## src/rtl/uart_pkg.sv

```systemverilog
// Shared definitions for the FIFO-buffered UART: register map, status bit
// positions and the state encoding used by both the transmitter and receiver.
package uart_pkg;

  localparam logic [1:0] REG_DATA   = 2'd0;
  localparam logic [1:0] REG_STATUS = 2'd1;
  localparam logic [1:0] REG_DIV_LO = 2'd2;
  localparam logic [1:0] REG_DIV_HI = 2'd3;

  localparam int STAT_TX_BUSY    = 0;
  localparam int STAT_TX_FULL    = 1;
  localparam int STAT_RX_AVAIL   = 2;
  localparam int STAT_RX_OVERRUN = 3;
  localparam int STAT_FRAME_ERR  = 4;

  typedef enum logic [1:0] {
    S_IDLE  = 2'd0,
    S_START = 2'd1,
    S_DATA  = 2'd2,
    S_STOP  = 2'd3
  } uart_state_e;

endpackage

```

## src/rtl/uart_fifo_trx_fifo.sv

```systemverilog
// Synchronous FIFO with a combinational head (read-through) view of the
// registered storage; pointers carry a wrap bit to separate full from empty.
module sync_fifo #(
  parameter int WIDTH = 8,
  parameter int DEPTH = 16
) (
  input  logic                     clk,
  input  logic                     rst,
  input  logic                     push_i,
  input  logic [WIDTH-1:0]         din_i,
  input  logic                     pop_i,
  output logic [WIDTH-1:0]         dout_o,
  output logic                     full_o,
  output logic                     empty_o,
  output logic [$clog2(DEPTH):0]   count_o
);

  localparam int AW = $clog2(DEPTH);

  logic [WIDTH-1:0] mem_q [DEPTH];
  logic [AW:0]      wr_ptr_q, wr_ptr_d;
  logic [AW:0]      rd_ptr_q, rd_ptr_d;
  logic             do_push, do_pop;

  assign empty_o = (wr_ptr_q == rd_ptr_q);
  assign full_o  = (wr_ptr_q[AW] != rd_ptr_q[AW]) &&
                   (wr_ptr_q[AW-1:0] == rd_ptr_q[AW-1:0]);
  assign count_o = wr_ptr_q - rd_ptr_q;
  assign dout_o  = mem_q[rd_ptr_q[AW-1:0]];

  // A pop in the same cycle frees the slot, so a push into a full FIFO still lands.
  assign do_pop  = pop_i && !empty_o;
  assign do_push = push_i && (!full_o || do_pop);

  always_comb begin
    wr_ptr_d = wr_ptr_q;
    rd_ptr_d = rd_ptr_q;
    if (do_push) wr_ptr_d = wr_ptr_q + {{AW{1'b0}}, 1'b1};
    if (do_pop)  rd_ptr_d = rd_ptr_q + {{AW{1'b0}}, 1'b1};
  end

  always_ff @(posedge clk or posedge rst) begin
    if (rst) begin
      wr_ptr_q <= '0;
      rd_ptr_q <= '0;
    end else begin
      wr_ptr_q <= wr_ptr_d;
      rd_ptr_q <= rd_ptr_d;
    end
  end

  always_ff @(posedge clk) begin
    if (do_push) mem_q[wr_ptr_q[AW-1:0]] <= din_i;
  end

endmodule

```

## src/rtl/uart_fifo_trx.sv

```systemverilog
// Full-duplex 8N1 UART with TX/RX FIFOs, programmable divider and sticky
// error flags on a 2-bit-address rd/wr strobe register bus.
module uart_fifo_trx
  import uart_pkg::*;
#(
  parameter int DIV_W     = 16,
  parameter int DIV_RESET = 7,
  parameter int TX_DEPTH  = 16,
  parameter int RX_DEPTH  = 16
) (
  input  logic        clk,
  input  logic        rst,
  input  logic [1:0]  addr_i,
  input  logic        rd_en_i,
  output logic [7:0]  rd_data_o,
  output logic        rd_valid_o,
  input  logic        wr_en_i,
  input  logic [7:0]  wr_data_i,
  input  logic        rx_i,
  output logic        tx_o,
  output logic        irq_o,
  output uart_state_e tx_state_o,
  output uart_state_e rx_state_o
);

  localparam int TXCW = $clog2(TX_DEPTH) + 1;
  localparam int RXCW = $clog2(RX_DEPTH) + 1;

  logic [DIV_W-1:0] div_q, div_d;
  logic [15:0]      div16, div_wr;
  logic [7:0]       rd_data_q, rd_data_d, rd_mux;
  logic             rd_valid_q;
  logic             ovr_q, ovr_d, ferr_q, ferr_d;

  logic             tx_push, tx_pop, tx_full, tx_empty, tx_busy;
  logic [7:0]       tx_dout;
  logic [TXCW-1:0]  tx_count;
  uart_state_e      tx_state_q, tx_state_d;
  logic [DIV_W-1:0] tx_cnt_q, tx_cnt_d;
  logic [2:0]       tx_bit_q, tx_bit_d;
  logic [7:0]       tx_sh_q, tx_sh_d;
  logic             tx_q, tx_d;

  logic             rx_s1_q, rx_s2_q;
  uart_state_e      rx_state_q, rx_state_d;
  logic [DIV_W-1:0] rx_cnt_q, rx_cnt_d;
  logic [2:0]       rx_bit_q, rx_bit_d;
  logic [7:0]       rx_sh_q, rx_sh_d;
  logic             rx_brk_q, rx_brk_d;
  logic             rx_push, rx_pop, rx_full, rx_empty, rx_avail;
  logic [7:0]       rx_dout;
  logic [RXCW-1:0]  rx_count;
  logic             stat_rd, ovr_set, ferr_set;

  // Bus handshake: rd_en_i/wr_en_i are single-cycle strobes that are always
  // accepted; each rd_en_i yields exactly one rd_valid_o pulse on the next clock.
  assign stat_rd = rd_en_i && (addr_i == REG_STATUS);
  assign tx_push = wr_en_i && (addr_i == REG_DATA);
  assign rx_pop  = rd_en_i && (addr_i == REG_DATA) && !rx_empty;

  // Divider is viewed as 16 bits on the bus; widths above 16 are not addressable.
  assign div16 = 16'(div_q);

  always_comb begin
    div_wr = div16;
    if (wr_en_i && addr_i == REG_DIV_LO) div_wr[7:0]  = wr_data_i;
    if (wr_en_i && addr_i == REG_DIV_HI) div_wr[15:8] = wr_data_i;
    div_d = DIV_W'(div_wr);
  end

  assign tx_busy  = (tx_count != '0) || (tx_state_q != S_IDLE);
  assign rx_avail = (rx_count != '0);

  always_comb begin
    rd_mux = 8'h00;
    case (addr_i)
      REG_DATA:   rd_mux = rx_empty ? 8'h00 : rx_dout;
      REG_STATUS: begin
        rd_mux[STAT_TX_BUSY]    = tx_busy;
        rd_mux[STAT_TX_FULL]    = tx_full;
        rd_mux[STAT_RX_AVAIL]   = rx_avail;
        rd_mux[STAT_RX_OVERRUN] = ovr_q;
        rd_mux[STAT_FRAME_ERR]  = ferr_q;
      end
      REG_DIV_LO: rd_mux = div16[7:0];
      default:    rd_mux = div16[15:8];
    endcase
  end

  assign rd_data_d = rd_en_i ? rd_mux : rd_data_q;
  // A new error in the same cycle as a status read wins over the clear.
  assign ovr_set   = rx_push && rx_full && !rx_pop;
  assign ovr_d     = ovr_set  || (ovr_q  && !stat_rd);
  assign ferr_d    = ferr_set || (ferr_q && !stat_rd);

  always_ff @(posedge clk or posedge rst) begin
    if (rst) begin
      div_q      <= DIV_W'(DIV_RESET);
      rd_data_q  <= 8'h00;
      rd_valid_q <= 1'b0;
      ovr_q      <= 1'b0;
      ferr_q     <= 1'b0;
    end else begin
      div_q      <= div_d;
      rd_data_q  <= rd_data_d;
      rd_valid_q <= rd_en_i;
      ovr_q      <= ovr_d;
      ferr_q     <= ferr_d;
    end
  end

  sync_fifo #(.WIDTH(8), .DEPTH(TX_DEPTH)) u_tx_fifo (
    .clk(clk), .rst(rst), .push_i(tx_push), .din_i(wr_data_i), .pop_i(tx_pop),
    .dout_o(tx_dout), .full_o(tx_full), .empty_o(tx_empty), .count_o(tx_count)
  );

  sync_fifo #(.WIDTH(8), .DEPTH(RX_DEPTH)) u_rx_fifo (
    .clk(clk), .rst(rst), .push_i(rx_push), .din_i(rx_sh_q), .pop_i(rx_pop),
    .dout_o(rx_dout), .full_o(rx_full), .empty_o(rx_empty), .count_o(rx_count)
  );

  always_comb begin
    tx_state_d = tx_state_q;
    tx_cnt_d   = tx_cnt_q;
    tx_bit_d   = tx_bit_q;
    tx_sh_d    = tx_sh_q;
    tx_pop     = 1'b0;
    case (tx_state_q)
      S_IDLE: if (!tx_empty) begin
        tx_pop = 1'b1; tx_sh_d = tx_dout; tx_cnt_d = div_q; tx_state_d = S_START;
      end
      S_START: if (tx_cnt_q == '0) begin
        tx_cnt_d = div_q; tx_bit_d = 3'd0; tx_state_d = S_DATA;
      end else tx_cnt_d = tx_cnt_q - DIV_W'(1);
      S_DATA: if (tx_cnt_q == '0) begin
        tx_cnt_d = div_q;
        if (tx_bit_q == 3'd7) tx_state_d = S_STOP;
        else begin
          tx_sh_d  = {1'b0, tx_sh_q[7:1]};
          tx_bit_d = tx_bit_q + 3'd1;
        end
      end else tx_cnt_d = tx_cnt_q - DIV_W'(1);
      default: if (tx_cnt_q == '0) begin
        // Chain straight into the next start bit so queued bytes leave gap-free.
        if (!tx_empty) begin
          tx_pop = 1'b1; tx_sh_d = tx_dout; tx_cnt_d = div_q; tx_state_d = S_START;
        end else tx_state_d = S_IDLE;
      end else tx_cnt_d = tx_cnt_q - DIV_W'(1);
    endcase
    case (tx_state_d)
      S_START: tx_d = 1'b0;
      S_DATA:  tx_d = tx_sh_d[0];
      default: tx_d = 1'b1;
    endcase
  end

  always_ff @(posedge clk or posedge rst) begin
    if (rst) begin
      tx_state_q <= S_IDLE;
      tx_cnt_q   <= '0;
      tx_bit_q   <= 3'd0;
      tx_sh_q    <= 8'h00;
      tx_q       <= 1'b1;
    end else begin
      tx_state_q <= tx_state_d;
      tx_cnt_q   <= tx_cnt_d;
      tx_bit_q   <= tx_bit_d;
      tx_sh_q    <= tx_sh_d;
      tx_q       <= tx_d;
    end
  end

  always_comb begin
    rx_state_d = rx_state_q;
    rx_cnt_d   = rx_cnt_q;
    rx_bit_d   = rx_bit_q;
    rx_sh_d    = rx_sh_q;
    rx_brk_d   = rx_brk_q;
    rx_push    = 1'b0;
    ferr_set   = 1'b0;
    case (rx_state_q)
      S_IDLE: if (!rx_s2_q) begin
        rx_cnt_d = div_q >> 1; rx_state_d = S_START;
      end
      S_START: if (rx_cnt_q == '0) begin
        if (rx_s2_q) rx_state_d = S_IDLE;
        else begin
          rx_cnt_d = div_q; rx_bit_d = 3'd0; rx_state_d = S_DATA;
        end
      end else rx_cnt_d = rx_cnt_q - DIV_W'(1);
      S_DATA: if (rx_cnt_q == '0) begin
        rx_sh_d  = {rx_s2_q, rx_sh_q[7:1]};
        rx_cnt_d = div_q;
        if (rx_bit_q == 3'd7) rx_state_d = S_STOP;
        else rx_bit_d = rx_bit_q + 3'd1;
      end else rx_cnt_d = rx_cnt_q - DIV_W'(1);
      default: if (rx_brk_q) begin
        // Line held low after a bad stop bit: stay here until it idles high.
        if (rx_s2_q) begin
          rx_brk_d = 1'b0; rx_state_d = S_IDLE;
        end
      end else if (rx_cnt_q == '0) begin
        if (rx_s2_q) begin
          rx_push = 1'b1; rx_state_d = S_IDLE;
        end else begin
          ferr_set = 1'b1; rx_brk_d = 1'b1;
        end
      end else rx_cnt_d = rx_cnt_q - DIV_W'(1);
    endcase
  end

  always_ff @(posedge clk or posedge rst) begin
    if (rst) begin
      rx_s1_q    <= 1'b1;
      rx_s2_q    <= 1'b1;
      rx_state_q <= S_IDLE;
      rx_cnt_q   <= '0;
      rx_bit_q   <= 3'd0;
      rx_sh_q    <= 8'h00;
      rx_brk_q   <= 1'b0;
    end else begin
      rx_s1_q    <= rx_i;
      rx_s2_q    <= rx_s1_q;
      rx_state_q <= rx_state_d;
      rx_cnt_q   <= rx_cnt_d;
      rx_bit_q   <= rx_bit_d;
      rx_sh_q    <= rx_sh_d;
      rx_brk_q   <= rx_brk_d;
    end
  end

  assign rd_data_o  = rd_data_q;
  assign rd_valid_o = rd_valid_q;
  assign tx_o       = tx_q;
  assign irq_o      = rx_avail || !tx_busy;
  assign tx_state_o = tx_state_q;
  assign rx_state_o = rx_state_q;

endmodule

```

## config.mk

```make
export PLATFORM = sky130hd
export DESIGN_NAME = uart_fifo_trx
export DESIGN_NICKNAME = d
export VERILOG_FILES = /design/src/rtl/uart_pkg.sv /design/src/rtl/uart_fifo_trx_fifo.sv /design/src/rtl/uart_fifo_trx.sv
export SDC_FILE = /design/constraint.sdc
export NUM_CORES = 1
export LEC_CHECK = 0
export CAP_MARGIN = 20
export CORE_ASPECT_RATIO = 0.5
export CORE_MARGIN = 4
export CORE_UTILIZATION = 50
export DETAILED_ROUTE_END_ITERATION = 7
export HOLD_SLACK_MARGIN = 0.1
export PLACE_DENSITY = 0.66
export SLEW_MARGIN = 0
export SYNTH_ARGS = -nofsm -noshare
export SYNTH_HDL_FRONTEND = slang
export SYNTH_HIERARCHICAL = 1
export SYNTH_SLANG_ARGS = --single-unit
```

## constraint.sdc

```tcl
create_clock -name clk -period 5 [get_ports clk]
set_input_delay 1 -clock clk [delete_from_list [all_inputs] [get_ports clk]]
set_output_delay 1 -clock clk [all_outputs]
set_load 0.05 [all_outputs]
```

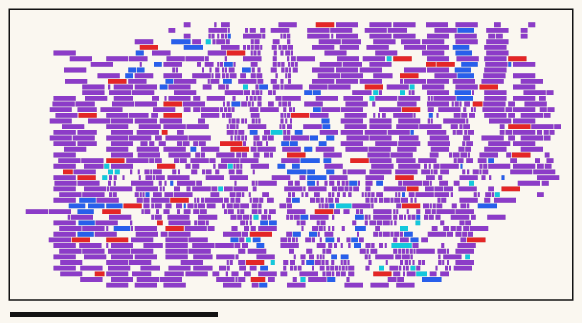
*Cell sizes after repair*
Bar = 100 um.
- x6 and larger: red (cells 46; share 3.6%; most used clkbuf_16)
- x2: blue (cells 92; share 7.3%; most used mux2_2)
- x1 and smaller: purple (cells 1098; share 87%; most used edfxtp_1)
- x3 and x4: cyan (cells 28; share 2.2%; most used buf_4)

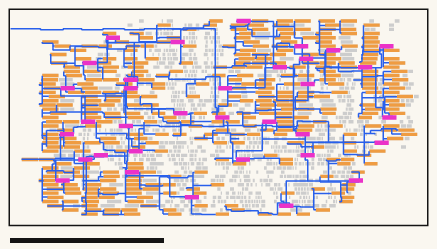
*Clock distribution*
Bar = 100 um.
- flip-flops: orange (count 365)
- clock-net drivers: magenta (count 34)
- clock wires: blue (length 4300 um)
- routed clock nets: 35

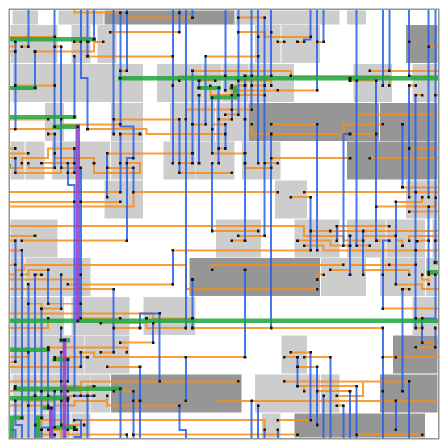
*Close-up of the layout*
Region (188, 20) to (218, 50) um. Cells in grey, sequential cells in the stronger grey; small squares are vias.
- M4: purple
- M3: green
- M1: orange
- M2: blue
- sequential cells in the window: 5
- netlist names of flops here include: tx_sh_q (4), tx_bit_q (1)
- cells with their middle in the window: 56
- most frequent: a21oi_1 (6), o2bb2ai_1 (5), dfrtp_1 (5)

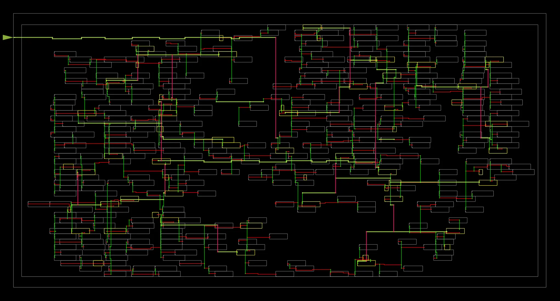
*Clock nets*
clock tree sinks: 365
registers: 365
clock group power: 0.00266 W
Latency at later pin: 0.54 ns
clock skew: 0.0234 ns

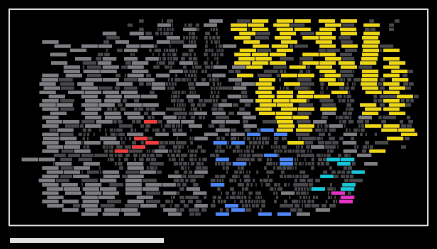
*Sequential cells coloured by netlist name*
Bar = 100 um. Other sequential cells in the stronger grey, the rest of the logic in the fainter grey.
- tx_cnt_q: blue (flops 16)
- u_rx_fifo/wr_ptr_q: red (flops 5)
- tx_bit_q: magenta (flops 3)
- tx_sh_q: cyan (flops 8; where south-east)
- u_tx_fifo/mem_q: yellow (flops 128)
Seq area share: 55.0%
Register Area: 10400 um2
Util after Layout: 56.6%

==> flow_summary.yaml <==
# synthesis and place-and-route metrics
status:
  status: "finished clean"
synthesis:
  synth.logic.top_family: "multiplexers"
  synth_cell_types: 88
  synthXorXnorAreaFrac_pct: 1.63
  ys.flops: 365
  edf_count: 256
  topCellsByArea: "edfxtp_1 (45%), dfrtp_1 (15%), mux4_1 (4.9%)"
  synth_nets: 1270
  syn_area_per_cell_um2: 14.1
  ys.flop_type: "edfxtp_1"
  ys_sh_mux_pct: 13.3
  synthesis.area_um2: 17200
  yosys_warnings: 6
  synth-async-reset-ratio_pct: 29.9
  simple_gate_area_share_pct: 7.49
  ys_sh_adder_pct: 2.71
  synth_cells: 1219
  ys_sh_aoi_pct: 11.2
  top_area_cell: "edfxtp_1"
  top_cells_by_count: "edfxtp_1 (256), dfrtp_1 (103), nand2_1 (67)"
layout:
  diodes: 0
  nClkBuffers: 42
  largest_class: "flip-flops and latches"
  comb_share_pct: 32.9
  area_growth_pct: 10.4
  logic_area_um2: 6240
  lay_top_cells: "edfxtp_1 (256), dfrtp_1 (102), nand2_1 (67), a21oi_1 (64), nor2_1 (61)"
  final-nonclk-buf-share_pct: 2.34
  n_all_buffers: 48
  fill_cells: 2595
  final_nets: 1290
  layout_top_cell: "edfxtp_1"
global_routing:
  grt_max_degree: 68
  grtUsageMet3_pct: 3.79
  grt_pass1_wl_um: 61800
  use_met1_pct: 29.1
  busiest_layer: "met2"
  grtUsageMet2_pct: 34.8
  antenna_found_initial: 0
  grt.total_usage_pct: 20.8
power_and_ir_drop:
  power-top-group: "sequential cells"
  power_density_nw_per_um2: 549
  seq_power_w: 0.00399
  p_sw_share_pct: 36.1
  power_switching_w: 0.00375
  combPwrFrac_pct: 36.1
  seq_power_share_pct: 38.4
die:
  ios: 30
  dieHeight_um: 139
  core_area_um2: 33500
  die_x_um: 270
  die_area_um2: 37500
  nWellTaps: 441
  fp_util_pct: 51.3
clock_network:
  root_buffer: "clkbuf_16"
  cts_tree: "yes"
  cts-resized-gates: 0
  htree_levels: 2
  numCtsBuffers: 34
  clkTransAtPathRegs_ns: 0.06
  cts_buffer_depth: 3
critical_path:
  reg2reg_slack_ns: 1.11
  slowest_stage: "or3_1"
  r2r_end: "u_tx_fifo/mem_q[13][2]$_DFFE_PP_"
  cp-end-kind: "output pin"
  cp-endpoint: "irq_o"
  start_kind: "flop"
  crit_start: "u_tx_fifo/wr_ptr_q[0]$_DFFE_PP0P_"
  required_ns: 4.00
  crit_path_frequent_cell: "inv_1"
  critical-path-top-delay-family: "simple AND/OR/NAND/NOR gates"
  arrival_ns: 3.33
  path_cells: "inv_1, ha_1, inv_1, fa_1, a21o_1, a21oi_1, xnor2_1, or4_1, or3_1, nand2_1, buf_12"
  path_depth: 11
  crit_buf_inv: 3
final_timing:
  setup_tns_ns: 0
  setup_viol: 0
  slew_violations: 0
  finalWorstSetupSlack_ns: 0.671
  hold_violations: 0
  tightest_slew_ns: 1.03
  finalCritPeriodShare_pct: 86.6
  fmax_mhz: 231
route:
  firstDrtPassIters: 5
  wl_met2_um: 19300
  drc: 0
  routed.top_layer: "met4"
  met3WireLength_um: 2340
  wl_met1_um: 17300
  wl_um: 39600
  wl_per_cell_um: 23.2
worst_hold_path:
  hp-start: "rx_s1_q$_DFF_PP1_"
  whs_endpoint: "rx_s2_q$_DFF_PP1_"
  hold_class: "flop to flop"
placed_design:
  port_buffers: 29
  gp_congestion: 0.853
run:
  warning_count: 40
  cap_violations: 0
-- metrics by stage --
| stage | hold WS [ns] | std cells | power (W) | instance area [um2] |
|---|---|---|---|---|
| 2_1_floorplan | 0.345 | 1219 | 0.00685 | 17200 |
| 3_5_place_dp | 0.348 | 1644 | 0.00774 | 17800 |
| 3_3_place_gp | 0.348 | 1644 | 0.00763 | 17800 |
| 5_1_grt | 0.358 | 1705 | 0.0110 | 19000 |
| 6_report | 0.356 | 1705 | 0.0104 | 19000 |
| 4_1_cts | 0.357 | 1705 | 0.0104 | 19000 |
-- registers in the layout, indices dropped and copies added, names as in the netlist, 8 cells and up --
register	count
u_rx_fifo/mem_q	128
tx_sh_q	8
u_tx_fifo/mem_q	128
rx_sh_q	8
rx_cnt_q	16
tx_cnt_q	16
rd_data_o	8
div16	16
Power is estimated from default activity; no workload was simulated.
